### Placement by cell class

Scale: 2 px per um. Fill, decap, tap and diode cells in grey.
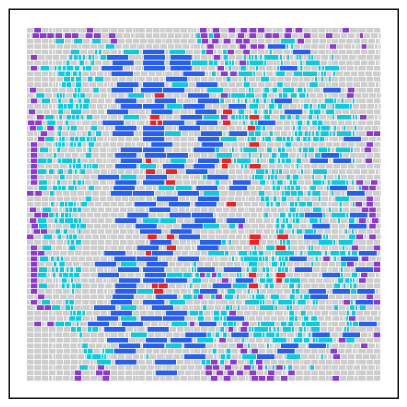
### The metal 3 layer

Scale: 2 px per um.
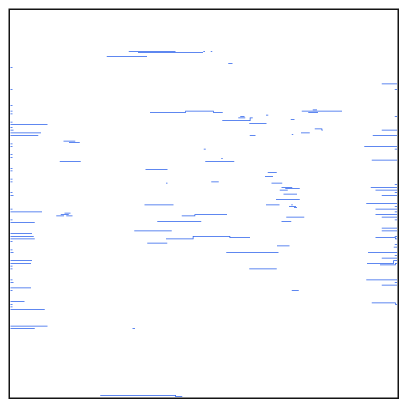
### Routing congestion map

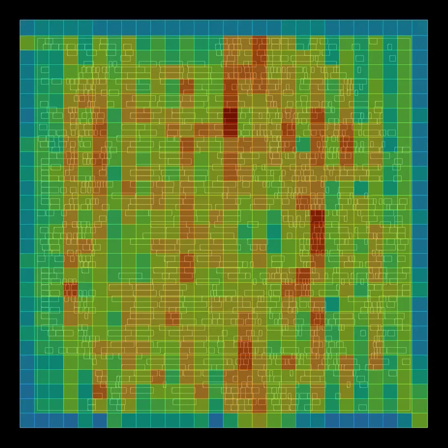
### Logic cells by family

Scale: 2 px per um.
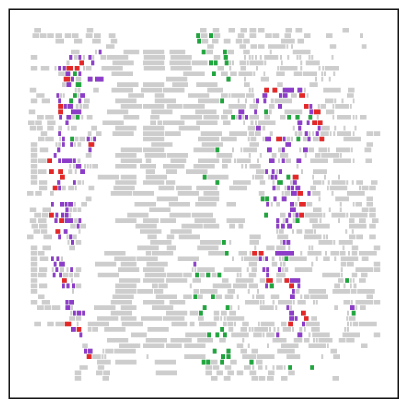
**config.mk**
```make
export PLATFORM = sky130hd
export DESIGN_NAME = sample_stage2_sink_flat
export DESIGN_NICKNAME = d
export VERILOG_FILES = /design/src/rtl/sample_pkg.sv /design/src/rtl/sample_stage2_sink_if.sv /design/src/rtl/sample_fifo_sa.sv /design/src/rtl/sample_stage2_sink.sv /design/src/flat_wrapper.sv
export SDC_FILE = /design/constraint.sdc
export NUM_CORES = 1
export LEC_CHECK = 0
export CAP_MARGIN = 10
export CORE_MARGIN = 8
export CORE_UTILIZATION = 35
export CTS_BUF_LIST = sky130_fd_sc_hd__clkbuf_4 sky130_fd_sc_hd__clkbuf_8
export CTS_CLUSTER_DIAMETER = 30
export DETAILED_ROUTE_END_ITERATION = 12
export PLACE_DENSITY_LB_ADDON = 0.12
export SYNTH_ARGS = -nofsm -noshare
export SYNTH_HDL_FRONTEND = slang
export SYNTH_SLANG_ARGS = --single-unit
```
**constraint.sdc**
```tcl
create_clock -name clk -period 11.53 [get_ports clk]
set_clock_uncertainty 0.1 [all_clocks]
set_input_delay 2.306 -clock clk [delete_from_list [all_inputs] [get_ports clk]]
set_output_delay 2.306 -clock clk [all_outputs]
set_load 0.005 [all_outputs]
```
**src/rtl/sample_pkg.sv**
```systemverilog
// Shared types and helpers for the sample pipeline stage-2 slice.
package sample_pkg;

  // Default datapath width for operands, FIFO entries and the checksum.
  localparam int DATA_W = 32;

  typedef logic [DATA_W-1:0] data_t;

  // Ceiling log2, used to size FIFO pointers and the occupancy counter.
  function automatic int clog2(input int value);
    int result;
    int remaining;
    result    = 0;
    remaining = value - 1;
    for (int i = 0; i < 32; i++) begin
      if (remaining > 0) begin
        result    = result + 1;
        remaining = remaining >> 1;
      end
    end
    return result;
  endfunction

endpackage

```
**src/rtl/sample_stage2_sink_if.sv**
```systemverilog
// Stage-1 -> stage-2 -> stage-4 handshake bundle.
// The master side is whoever feeds stage 2 and consumes its output;
// the slave side is the stage-2 sink itself.
interface sample_stage2_sink_if #(
  parameter int DATA_W = sample_pkg::DATA_W
) ();

  logic              to2_aValid;
  logic [DATA_W-1:0] to2_a;
  logic [DATA_W-1:0] to2_b;
  logic              to3_cValid;
  logic [DATA_W-1:0] to3_c;
  logic              to4_dValid;
  logic              to4_dReady;
  logic [DATA_W-1:0] to4_d;

  modport master (
    output to2_aValid, to2_a, to2_b,
    output to3_cValid, to3_c,
    output to4_dReady,
    input  to4_dValid, to4_d
  );

  modport slave (
    input  to2_aValid, to2_a, to2_b,
    input  to3_cValid, to3_c,
    input  to4_dReady,
    output to4_dValid, to4_d
  );

endinterface

```
**src/rtl/sample_fifo_sa.sv**
```systemverilog
// Show-ahead FIFO: head is visible combinationally from the memory,
// occupancy is a registered counter. Pointers carry a wrap bit so full
// and empty are distinguishable with equal low bits.
module sample_fifo_sa
  import sample_pkg::*;
#(
  parameter int DEPTH  = 4,
  parameter int DATA_W = sample_pkg::DATA_W,
  localparam int AW    = clog2(DEPTH),
  localparam int LVL_W = AW + 1
) (
  input  logic              clk,
  input  logic              reset,
  input  logic              push,
  input  logic              pop,
  input  logic [DATA_W-1:0] din,
  output logic [DATA_W-1:0] dout,
  output logic              empty,
  output logic              full,
  output logic [LVL_W-1:0]  level
);

  logic [DATA_W-1:0] mem [DEPTH];
  logic [AW:0]       wr_ptr_reg, wr_ptr_next;
  logic [AW:0]       rd_ptr_reg, rd_ptr_next;
  logic [LVL_W-1:0]  level_reg, level_next;

  // Pointer and occupancy next-state; callers only assert push/pop when legal.
  always_comb begin
    wr_ptr_next = wr_ptr_reg;
    rd_ptr_next = rd_ptr_reg;
    level_next  = level_reg;
    if (push) wr_ptr_next = wr_ptr_reg + 1'b1;
    if (pop)  rd_ptr_next = rd_ptr_reg + 1'b1;
    case ({push, pop})
      2'b10:   level_next = level_reg + 1'b1;
      2'b01:   level_next = level_reg - 1'b1;
      default: level_next = level_reg;
    endcase
  end

  // Pointer/occupancy state; contents are left alone on reset.
  always_ff @(posedge clk or negedge reset) begin
    if (!reset) begin
      wr_ptr_reg <= '0;
      rd_ptr_reg <= '0;
      level_reg  <= '0;
    end else begin
      wr_ptr_reg <= wr_ptr_next;
      rd_ptr_reg <= rd_ptr_next;
      level_reg  <= level_next;
    end
  end

  // Storage write; a push while full+pop overwrites the slot being vacated.
  always_ff @(posedge clk) begin
    if (push) mem[wr_ptr_reg[AW-1:0]] <= din;
  end

  assign empty = (wr_ptr_reg == rd_ptr_reg);
  assign full  = (wr_ptr_reg[AW] != rd_ptr_reg[AW]) &&
                 (wr_ptr_reg[AW-1:0] == rd_ptr_reg[AW-1:0]);
  assign level = level_reg;
  assign dout  = empty ? '0 : mem[rd_ptr_reg[AW-1:0]];

endmodule

```
**src/rtl/sample_stage2_sink.sv**
```systemverilog
// Stage-2 sink: sums each a/b pair into a FIFO (no upstream backpressure,
// so overflowing pairs are counted and dropped), presents the head on a
// valid/ready port and keeps a running checksum of popped data and c values.
module sample_stage2_sink
  import sample_pkg::*;
#(
  parameter int DATA_W = sample_pkg::DATA_W,
  parameter int DEPTH  = 4,
  parameter int CNT_W  = 8,
  localparam int LVL_W = clog2(DEPTH) + 1
) (
  input  logic                  clk,
  input  logic                  reset,
  sample_stage2_sink_if.slave   bus,
  output logic [DATA_W-1:0]     to4_sum,
  output logic [LVL_W-1:0]      fifo_level,
  output logic [CNT_W-1:0]      drop_cnt
);

  logic              fifo_empty;
  logic              fifo_full;
  logic              push;
  logic              pop;
  logic              drop;
  logic [DATA_W-1:0] pair_sum;
  logic [DATA_W-1:0] head;
  logic [DATA_W-1:0] sum_reg, sum_next;
  logic [CNT_W-1:0]  drop_reg, drop_next;

  // Handshake glue: a pop frees a slot, so a push into a full FIFO still lands.
  always_comb begin
    pair_sum = bus.to2_a + bus.to2_b;
    pop      = !fifo_empty && bus.to4_dReady;
    push     = bus.to2_aValid && (!fifo_full || pop);
    drop     = bus.to2_aValid && fifo_full && !pop;
  end

  sample_fifo_sa #(
    .DEPTH  (DEPTH),
    .DATA_W (DATA_W)
  ) u_fifo (
    .clk   (clk),
    .reset (reset),
    .push  (push),
    .pop   (pop),
    .din   (pair_sum),
    .dout  (head),
    .empty (fifo_empty),
    .full  (fifo_full),
    .level (fifo_level)
  );

  // Checksum and saturating drop count next-state.
  always_comb begin
    sum_next  = sum_reg + (pop ? head : '0) + (bus.to3_cValid ? bus.to3_c : '0);
    drop_next = drop_reg;
    if (drop && (drop_reg != {CNT_W{1'b1}})) drop_next = drop_reg + 1'b1;
  end

  // Checksum and drop counter registers.
  always_ff @(posedge clk or negedge reset) begin
    if (!reset) begin
      sum_reg  <= '0;
      drop_reg <= '0;
    end else begin
      sum_reg  <= sum_next;
      drop_reg <= drop_next;
    end
  end

  assign bus.to4_dValid = !fifo_empty;
  assign bus.to4_d      = head;
  assign to4_sum        = sum_reg;
  assign drop_cnt       = drop_reg;

endmodule
```
**src/flat_wrapper.sv**
```systemverilog
// flat-port wrapper written by rule: the top's interface ports become plain ports
module sample_stage2_sink_flat import sample_pkg::*;
#(
  parameter int DATA_W = sample_pkg::DATA_W,
  parameter int DEPTH  = 4,
  parameter int CNT_W  = 8,
  localparam int LVL_W = clog2(DEPTH) + 1
)
  (clk, reset, to4_sum, fifo_level, drop_cnt, bus_to2_aValid, bus_to2_a, bus_to2_b, bus_to3_cValid, bus_to3_c, bus_to4_dReady, bus_to4_dValid, bus_to4_d);
  sample_stage2_sink_if #(.DATA_W(DATA_W)) bus_i ();
  input  logic clk;
  input  logic reset;
  output logic [DATA_W-1:0] to4_sum;
  output logic [LVL_W-1:0] fifo_level;
  output logic [CNT_W-1:0] drop_cnt;
  input wire logic [$bits(bus_i.to2_aValid)-1:0] bus_to2_aValid;
  input wire logic [$bits(bus_i.to2_a)-1:0] bus_to2_a;
  input wire logic [$bits(bus_i.to2_b)-1:0] bus_to2_b;
  input wire logic [$bits(bus_i.to3_cValid)-1:0] bus_to3_cValid;
  input wire logic [$bits(bus_i.to3_c)-1:0] bus_to3_c;
  input wire logic [$bits(bus_i.to4_dReady)-1:0] bus_to4_dReady;
  output wire logic [$bits(bus_i.to4_dValid)-1:0] bus_to4_dValid;
  output wire logic [$bits(bus_i.to4_d)-1:0] bus_to4_d;
  assign bus_i.to2_aValid = bus_to2_aValid;
  assign bus_i.to2_a = bus_to2_a;
  assign bus_i.to2_b = bus_to2_b;
  assign bus_i.to3_cValid = bus_to3_cValid;
  assign bus_i.to3_c = bus_to3_c;
  assign bus_i.to4_dReady = bus_to4_dReady;
  assign bus_to4_dValid = bus_i.to4_dValid;
  assign bus_to4_d = bus_i.to4_d;
  sample_stage2_sink #(.DATA_W(DATA_W), .DEPTH(DEPTH), .CNT_W(CNT_W)) u_core (.clk(clk), .reset(reset), .bus(bus_i), .to4_sum(to4_sum), .fifo_level(fifo_level), .drop_cnt(drop_cnt));
endmodule
```
==> flow.log <==
[report] implementation figures
INFO  metric post_synth_xor_area_fraction = ~6%
INFO  metric warning_count = 29
INFO  metric rows = between 60 and 70
INFO  metric layout_top_cell = sky130_fd_sc_hd__clkdlybuf4s50_1
INFO  metric area_leaders = sky130_fd_sc_hd__edfxtp_1 35%, sky130_fd_sc_hd__dfrtp_1 11%, sky130_fd_sc_hd__ha_1 7.7%
INFO  metric post_route_cells_drive_above_1_share = 7.44%
INFO  metric dpl_worst_slack = between 5 and 6 ns
INFO  metric worstHoldStart = u_core.u_fifo.level[2]
INFO  metric synth_flop_count = around 180
INFO  metric critical_path.reg2reg.startpoint = u_core.u_fifo.rd_ptr_reg[1]
INFO  metric finalSetupTns = 0 ns
INFO  metric holdBufCountCts = 0
INFO  metric yosysCellCount = 976
INFO  metric cts_tree = built
INFO  metric timing.hold.worst_path_depth = 1
INFO  metric rsz_0062_raised_after_global_routing = false
INFO  metric synth_warnings = 0
INFO  metric cp_class = input port to flop
INFO  metric fa_ha_area_share = 13.9%
INFO  metric yosysChipArea = 0.0111 mm^2
INFO  metric comb_cell_power = around 2.6 mW
INFO  metric powerSeq = roughly 1 mW
INFO  metric top_area_cell = sky130_fd_sc_hd__edfxtp_1
INFO  metric io_buffer_count = 176
INFO  metric synth_top_flop_cell = sky130_fd_sc_hd__edfxtp_1
INFO  metric drt_pass1_iterations = 5
INFO  metric cts_inserted_buffers = 17
INFO  metric setup.worst_path.end_class = flop
INFO  metric period_minus_slack = about 6 ns
INFO  metric post_synth_ao_oa_area_fraction = roughly an eighth
INFO  metric grt_max_degree = about 50
INFO  metric synthMuxAreaShare = about 6.7%
INFO  metric synth.top_cells.by_count = 128 x sky130_fd_sc_hd__edfxtp_1, 109 x sky130_fd_sc_hd__nand2_1, 103 x sky130_fd_sc_hd__inv_1, 68 x sky130_fd_sc_hd__ha_1, 61 x sky130_fd_sc_hd__a21oi_1
INFO  metric cts.root.buffer_cell = sky130_fd_sc_hd__clkbuf_8
INFO  metric insertedDiodeCount = 0
INFO  metric simple_gate_area_share = 11.0%
INFO  metric fin_hold_ws = between 0.3 and 0.4 ns
INFO  metric io_pins = around 180
INFO  metric ir_worst_vdd = slightly above 0.0001 V
INFO  metric cts_resized = 0
INFO  metric internal_power = about 2.3 mW
INFO  metric initial_core_util = between 30% and 40%
INFO  metric crit_path_max_fanout = 33
INFO  metric detail_route.drc_violations = 0
INFO  metric clock_insertion_delay_worst_skew = around 0.47 ns
INFO  metric cp.required = 11.83 ns
INFO  metric outcome = finished clean
INFO  metric met3WireLength = about 1000 um
INFO  metric final.period_utilization = around half
INFO  metric detail_route.vias_per_cell = between 4 and 5
INFO  metric clk-power = 432 uW
INFO  metric route.layer.met1.wl = approximately 13 mm
INFO  metric grt_antenna_before_repair = 0
INFO  metric slew_violations = 0
INFO  metric edf_count = between 100 and 150
INFO  metric via_count_of_the_first_global_routing_pass = ~8100
INFO  metric hold_viol_final = 0
INFO  metric fmaxAchievable = ~170 MHz
INFO  metric post_synth_inst_count = about 980
INFO  metric asyncSetResetFlopFracSynth = between 20% and 30%
INFO  metric share_comb_of_total_power = ~64%
INFO  metric routed.top_layer = met4
INFO  metric yosys.area.top_type_share = between 30% and 40%
INFO  metric grt_pass1_wl = between 40 and 50 mm
INFO  metric vias = a little under 8000
INFO  metric relSlewSlack = approximately two fifths
INFO  metric worst_min_delay_path_category = flop to flop
INFO  metric detail_route.iter0.violations = 657
INFO  metric netlist_area_before_placement = 0.0111 mm^2
-- 'Placement by cell class' (at the start) --
Cyan stands for all other logic, cells 763, share of their area 44%. Red stands for clock drivers and dummy loads, cells 32, share of their area 3.1%. Blue stands for flops, cells 177, share of their area 39%. Purple stands for other buffers and delay cells, cells 184, share of their area 14%.

-- 'The metal 3 layer' (at the start) --
The layer carries 999 um of wire. The longest straight run is 37.5 um.

-- 'Routing congestion map' (at the start) --
most congested layer reported by global routing: met2
met2 usage: 25.3%
fraction of the core area covered by cells at the end of the flow: 43.5%
routed length per instance: 18.0 um

-- 'Logic cells by family' (at the start) --
Red stands for AND-OR and OR-AND gates, cells 40. Purple stands for inverting AOI/OAI gates, cells 155. Green stands for AND and OR gates, cells 61.

per-layer routing:
layer	GRT usage [%]	vias up
li1	-	3786
met1	19.7	3731
met2	25.3	188
met3	2.60	19
met4	3.88	0
met5	0	-
critical path, stage by stage:
cell and delay, ns:
sky130_fd_sc_hd__clkdlybuf4s50_1 0.53, sky130_fd_sc_hd__and2_1 0.14, sky130_fd_sc_hd__buf_4 0.36, sky130_fd_sc_hd__nand2_1 0.14, sky130_fd_sc_hd__fa_1 0.51, sky130_fd_sc_hd__inv_1 0.04
sky130_fd_sc_hd__ha_1 0.22, sky130_fd_sc_hd__fa_1 0.43, sky130_fd_sc_hd__a211oi_1 0.34, sky130_fd_sc_hd__o21ai_1 0.18, sky130_fd_sc_hd__nand2_1 0.13, sky130_fd_sc_hd__o21ai_1 0.16
sky130_fd_sc_hd__o31a_1 0.33, sky130_fd_sc_hd__a211oi_1 0.26, sky130_fd_sc_hd__xnor2_1 0.16
layout make-up:
class	instances	area (um^2)	area share [%]
Inverter	103	387	2.84
Clock inverter	14	163	1.19
Tap cell	402	503	3.69
Sequential cell	177	5070	37.2
Multi-Input combinational cell	660	5440	39.9
Clock buffer	18	241	1.77
Timing Repair Buffer	184	1820	13.3
final timing paths:
path | to
max in group asynchronous | u_core.u_fifo.rd_ptr_reg[0]
worst min register to register | u_core.u_fifo.level[2]
worst min-delay path | u_core.u_fifo.level[2]
min in group asynchronous | u_core.to4_sum[20]
worst max register to register | u_core.to4_sum[31]
worst max-delay path | u_core.to4_sum[31]
through the flow:
stage,cells,instance area (um^2)
CTS,1558,13600
floorplan,976,11100
finish,1558,13600
global placement,1526,13200
detailed placement,1526,13200
global route,1558,13600
Power and IR drop assume default switching activity.
